File: src/rtl/opmatch_pair_sequencer_if.sv
// Record-in / beat-out bus of the operand-match pair sequencer.
// The slave modport is the sequencer; the master modport is the matcher plus the MAC side.
interface opmatch_pair_sequencer_if #(
   parameter int BITMASK_LENGTH = 8,
   parameter int INDEX_BITWIDTH = 3,
   parameter int COUNT_BITWIDTH = 4,
   parameter int LANES          = 2
);
   logic                                     in_valid;
   logic                                     in_ready;
   logic [COUNT_BITWIDTH-1:0]                in_count;
   logic [BITMASK_LENGTH*INDEX_BITWIDTH-1:0] in_idx_a;
   logic [BITMASK_LENGTH*INDEX_BITWIDTH-1:0] in_idx_w;
   logic                                     in_last_block;
   logic                                     out_valid;
   logic                                     out_ready;
   logic [LANES-1:0]                         out_lane_valid;
   logic [LANES*INDEX_BITWIDTH-1:0]          out_idx_a;
   logic [LANES*INDEX_BITWIDTH-1:0]          out_idx_w;
   logic                                     out_last;
   logic                                     out_flush;

   modport slave (
      input  in_valid, in_count, in_idx_a, in_idx_w, in_last_block, out_ready,
      output in_ready, out_valid, out_lane_valid, out_idx_a, out_idx_w, out_last, out_flush
   );

   modport master (
      output in_valid, in_count, in_idx_a, in_idx_w, in_last_block, out_ready,
      input  in_ready, out_valid, out_lane_valid, out_idx_a, out_idx_w, out_last, out_flush
   );
endinterface

File: src/rtl/opmatch_pair_sequencer.sv
// Turns one match record per sparse block into LANES-wide index-pair beats for the MACs.
// Define OPMATCH_SEQ_STATS_EN to add saturating pair/beat counters with stat_clear.
module opmatch_pair_sequencer #(
   parameter int BITMASK_LENGTH = 8,
   parameter int INDEX_BITWIDTH = 3,
   parameter int COUNT_BITWIDTH = 4,
   parameter int LANES          = 2
) (
   input  logic clock,
   input  logic reset,
`ifdef OPMATCH_SEQ_STATS_EN
   input  logic        stat_clear,
   output logic [31:0] stat_pairs,
   output logic [31:0] stat_beats,
`endif
   opmatch_pair_sequencer_if.slave bus
);
   localparam int CURW = COUNT_BITWIDTH + 1;
   localparam int SELW = (BITMASK_LENGTH > 1) ? $clog2(BITMASK_LENGTH) : 1;
   localparam int IW   = INDEX_BITWIDTH;

   localparam logic [1:0] IDLE  = 2'd0;
   localparam logic [1:0] ISSUE = 2'd1;
   localparam logic [1:0] FLUSH = 2'd2;

   logic [1:0]      state;
   logic [CURW-1:0] cursor;
   logic [CURW-1:0] heldCount;
   logic            heldLast;
   logic [IW-1:0]   heldA [BITMASK_LENGTH];
   logic [IW-1:0]   heldW [BITMASK_LENGTH];

   logic [CURW-1:0] inCountClamped;
   logic            lastBeat;
   logic            beatLast;
   logic            accept;
   logic            beatFire;

   always_comb begin
      inCountClamped = {1'b0, bus.in_count};
      if (inCountClamped > CURW'(BITMASK_LENGTH)) begin
         inCountClamped = CURW'(BITMASK_LENGTH);
      end
   end

   // The final beat of a record is where the next record can be taken without a bubble.
   assign lastBeat       = (cursor + CURW'(LANES)) >= heldCount;
   assign beatLast       = ((state == ISSUE) && lastBeat) || (state == FLUSH);
   assign bus.in_ready   = !reset && ((state == IDLE) || (beatLast && bus.out_ready));
   assign accept         = bus.in_valid && bus.in_ready;
   assign bus.out_valid  = (state == ISSUE) || (state == FLUSH);
   assign beatFire       = bus.out_valid && bus.out_ready;
   assign bus.out_last   = beatLast;
   assign bus.out_flush  = beatLast && heldLast;

   always_comb begin
      logic [CURW-1:0] pos;
      pos                = '0;
      bus.out_lane_valid = '0;
      bus.out_idx_a      = '0;
      bus.out_idx_w      = '0;
      for (int k = 0; k < LANES; k++) begin
         pos = cursor + CURW'(k);
         if ((state == ISSUE) && (pos < heldCount)) begin
            bus.out_lane_valid[k]     = 1'b1;
            bus.out_idx_a[k*IW +: IW] = heldA[pos[SELW-1:0]];
            bus.out_idx_w[k*IW +: IW] = heldW[pos[SELW-1:0]];
         end
      end
   end

   // Stalls fall out naturally: nothing advances unless a record or beat is accepted.
   always_ff @(posedge clock) begin
      if (reset) begin
         state     <= IDLE;
         cursor    <= '0;
         heldCount <= '0;
         heldLast  <= 1'b0;
         for (int k = 0; k < BITMASK_LENGTH; k++) begin
            heldA[k] <= '0;
            heldW[k] <= '0;
         end
      end else if (accept) begin
         cursor    <= '0;
         heldCount <= inCountClamped;
         heldLast  <= bus.in_last_block;
         for (int k = 0; k < BITMASK_LENGTH; k++) begin
            heldA[k] <= bus.in_idx_a[k*IW +: IW];
            heldW[k] <= bus.in_idx_w[k*IW +: IW];
         end
         if (inCountClamped != '0) begin
            state <= ISSUE;
         end else if (bus.in_last_block) begin
            state <= FLUSH;
         end else begin
            state <= IDLE;
         end
      end else if (beatFire) begin
         if (beatLast) begin
            state <= IDLE;
         end else begin
            cursor <= cursor + CURW'(LANES);
         end
      end
   end

`ifdef OPMATCH_SEQ_STATS_EN
   logic [31:0] beatPairs;
   logic [32:0] pairSum;

   always_comb begin
      beatPairs = '0;
      for (int k = 0; k < LANES; k++) begin
         beatPairs = beatPairs + 32'(bus.out_lane_valid[k]);
      end
      pairSum = {1'b0, stat_pairs} + {1'b0, beatPairs};
   end

   // Saturating counters; clearing wins over a beat landing in the same cycle.
   always_ff @(posedge clock) begin
      if (reset || stat_clear) begin
         stat_pairs <= '0;
         stat_beats <= '0;
      end else if (beatFire) begin
         stat_pairs <= pairSum[32] ? '1 : pairSum[31:0];
         if (stat_beats != '1) begin
            stat_beats <= stat_beats + 32'd1;
         end
      end
   end
`endif
endmodule

File: src/flat_wrapper.sv
// flat-port wrapper written by rule: the top's interface ports become plain ports
module opmatch_pair_sequencer_flat 
#(
   parameter int BITMASK_LENGTH = 8,
   parameter int INDEX_BITWIDTH = 3,
   parameter int COUNT_BITWIDTH = 4,
   parameter int LANES          = 2
)
  (clock, reset, bus_in_valid, bus_in_count, bus_in_idx_a, bus_in_idx_w, bus_in_last_block, bus_out_ready, bus_in_ready, bus_out_valid, bus_out_lane_valid, bus_out_idx_a, bus_out_idx_w, bus_out_last, bus_out_flush);
  opmatch_pair_sequencer_if #(.BITMASK_LENGTH(BITMASK_LENGTH), .INDEX_BITWIDTH(INDEX_BITWIDTH), .COUNT_BITWIDTH(COUNT_BITWIDTH), .LANES(LANES)) bus_i ();
  input  logic clock;
  input  logic reset;
  input wire logic [$bits(bus_i.in_valid)-1:0] bus_in_valid;
  input wire logic [$bits(bus_i.in_count)-1:0] bus_in_count;
  input wire logic [$bits(bus_i.in_idx_a)-1:0] bus_in_idx_a;
  input wire logic [$bits(bus_i.in_idx_w)-1:0] bus_in_idx_w;
  input wire logic [$bits(bus_i.in_last_block)-1:0] bus_in_last_block;
  input wire logic [$bits(bus_i.out_ready)-1:0] bus_out_ready;
  output wire logic [$bits(bus_i.in_ready)-1:0] bus_in_ready;
  output wire logic [$bits(bus_i.out_valid)-1:0] bus_out_valid;
  output wire logic [$bits(bus_i.out_lane_valid)-1:0] bus_out_lane_valid;
  output wire logic [$bits(bus_i.out_idx_a)-1:0] bus_out_idx_a;
  output wire logic [$bits(bus_i.out_idx_w)-1:0] bus_out_idx_w;
  output wire logic [$bits(bus_i.out_last)-1:0] bus_out_last;
  output wire logic [$bits(bus_i.out_flush)-1:0] bus_out_flush;
  assign bus_i.in_valid = bus_in_valid;
  assign bus_i.in_count = bus_in_count;
  assign bus_i.in_idx_a = bus_in_idx_a;
  assign bus_i.in_idx_w = bus_in_idx_w;
  assign bus_i.in_last_block = bus_in_last_block;
  assign bus_i.out_ready = bus_out_ready;
  assign bus_in_ready = bus_i.in_ready;
  assign bus_out_valid = bus_i.out_valid;
  assign bus_out_lane_valid = bus_i.out_lane_valid;
  assign bus_out_idx_a = bus_i.out_idx_a;
  assign bus_out_idx_w = bus_i.out_idx_w;
  assign bus_out_last = bus_i.out_last;
  assign bus_out_flush = bus_i.out_flush;
  opmatch_pair_sequencer #(.BITMASK_LENGTH(BITMASK_LENGTH), .INDEX_BITWIDTH(INDEX_BITWIDTH), .COUNT_BITWIDTH(COUNT_BITWIDTH), .LANES(LANES)) u_core (.clock(clock), .reset(reset), .bus(bus_i));
endmodule
File: config.mk
export PLATFORM = sky130hd
export DESIGN_NAME = opmatch_pair_sequencer_flat
export DESIGN_NICKNAME = d
export VERILOG_FILES = /design/src/rtl/opmatch_pair_sequencer_if.sv /design/src/rtl/opmatch_pair_sequencer.sv /design/src/flat_wrapper.sv
export SDC_FILE = /design/constraint.sdc
export NUM_CORES = 1
export LEC_CHECK = 0
export CAP_MARGIN = 40
export CORE_UTILIZATION = 50
export CTS_CLUSTER_SIZE = 20
export DETAILED_ROUTE_END_ITERATION = 16
export HOLD_SLACK_MARGIN = 0.06
export PLACE_DENSITY_LB_ADDON = 0.15
export SLEW_MARGIN = 20
export SYNTH_ARGS = -nofsm -noshare
export SYNTH_HDL_FRONTEND = slang
export SYNTH_SLANG_ARGS = --single-unit
File: constraint.sdc
create_clock -name clock -period 6.6 [get_ports clock]
set_input_delay 1.32 -clock clock [delete_from_list [all_inputs] [get_ports clock]]
set_output_delay 1.32 -clock clock [all_outputs]
set_load 0.03 [all_outputs]
Metal 3:
(4 px per um) Cells faint in the background.
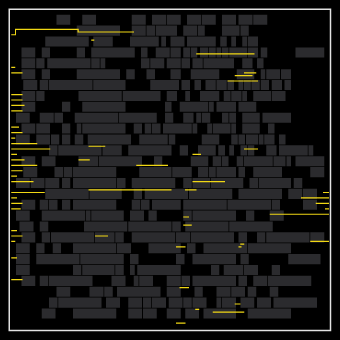
- nets with wire on the layer: 45
- wire length on this layer: 239 um
- share of all routed wire: 4.0%
- longest straight run: 20.5 um
- main direction: horizontal
met3 Use GR: 0.0549
Vias: 2098

Clock wires, drivers and flops:
(6 px per um)
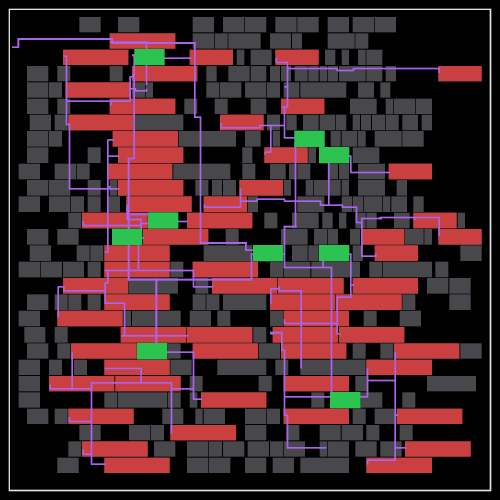
- clock wires: purple (length 776 um)
- flip-flops: red (count 61)
- clock-net drivers: green (count 9)
- routed clock nets: 10
Clk pwr share: 0.274
clk pwr: 308 uW
clock skew: 0.00775 ns
Insertion Delay late pin: 0.33 ns

==> flow_metrics.py <==
# Physical implementation metrics
metrics = {
    "critical_path": {
        "max_stage_delay_ns": 0.68,
        "critPathBufInv": 1,
        "critPathKind": "flip-flop to output port",
        "slowest_stage": "dfxtp_1",
    },
    "clocking": {
        "ctsHoldBuffers": 0,
        "root_buffer": "clkbuf_8",
        "cts_setup_buffers": 0,
        "clock-sinks": 61,
    },
    "finish": {
        "area_growth_pct": 32.6,
        "n_antenna_cell": 0,
        "fin_util": 0.685,
        "fin_nets": 382,
        "mostFrequentLayoutCells": "74 x clkdlybuf4s50_1, 48 x edfxtp_1, 37 x and2_1",
        "finalInstanceArea_mm2": 0.00403,
    },
    "logic_synthesis": {
        "yosys_warnings": 0,
        "ys_area_mm2": 0.00304,
        "syn_avg_cell_area_um2": 12.8,
        "logic_family": "simple AND/OR/NAND/NOR gates",
        "ys_sh_mux": 0.0947,
        "ys_sh_xor": 0.00288,
        "aoi_share": 0.0650,
        "numSynthFlops": 61,
        "adder_share": 0.0453,
        "largest_area_cell": "edfxtp_1",
    },
    "power": {
        "leakage_uw": 0.00152,
        "combPwrFrac": 0.272,
        "sw_frac_of_total": 0.289,
        "seq_power_share": 0.454,
        "ir_drop_mv": 0.150,
        "pg_comb_uw": 306,
    },
    "sta": {
        "fin_ws_ns": 1.98,
        "fin_crit_sh": 0.700,
        "drv_slew": 0,
        "setup_viol": 0,
        "worstMarginPinSlew_ns": 0.804,
    },
    "job": {
        "drv_cap": 0,
    },
    "place": {
        "place_area_mm2": 0.00382,
        "dp_slack_ns": 2.09,
        "hpwl_um": 4150,
        "place_inst": 375,
        "gp_congestion": 0.856,
    },
    "drt": {
        "drt_iter0_markers": 116,
        "wl_per_cell_um": 15.2,
        "viasPerCell": 5.32,
        "first_pass_iters": 4,
        "wl_um": 5980,
    },
    "global_routing": {
        "grt_overflow": 0,
        "grt-busiest-layer": "met2",
        "grt_pass1_wl_um": 9980,
    },
    "status": {
        "status": "complete, no violations",
    },
}
==> worst paths after layout <==
kind,cells after the start,end,startpoint,slack (ns)
worst min register to register,2,u_core.heldLast,u_core.heldLast,0.48
worst max register to register,7,u_core.heldA[5][1],u_core.cursor[1],3.30
worst min-delay path,2,u_core.heldLast,u_core.heldLast,0.48
worst max-delay path,8,bus_in_ready,u_core.cursor[1],1.98
==> layout make-up <==
class | instances | area, um^2
fillers | 445 | 1850
clock inverters | 6 | 53.8
multi-input cells | 154 | 1230
repair buffers | 78 | 788
well taps | 75 | 93.8
flip-flops and latches | 61 | 1700
clock buffers | 10 | 128
inverters | 10 | 37.5
==> state kept, by name, summed over array words and instances, names as in the netlist, named ones only <==
signal and flops:
u_core.heldA 24, u_core.heldW 24, u_core.cursor 4, u_core.heldCount 4
u_core.state 2, u_core.heldLast 1
No activity file was given, so power comes from the tool's default toggle rates.
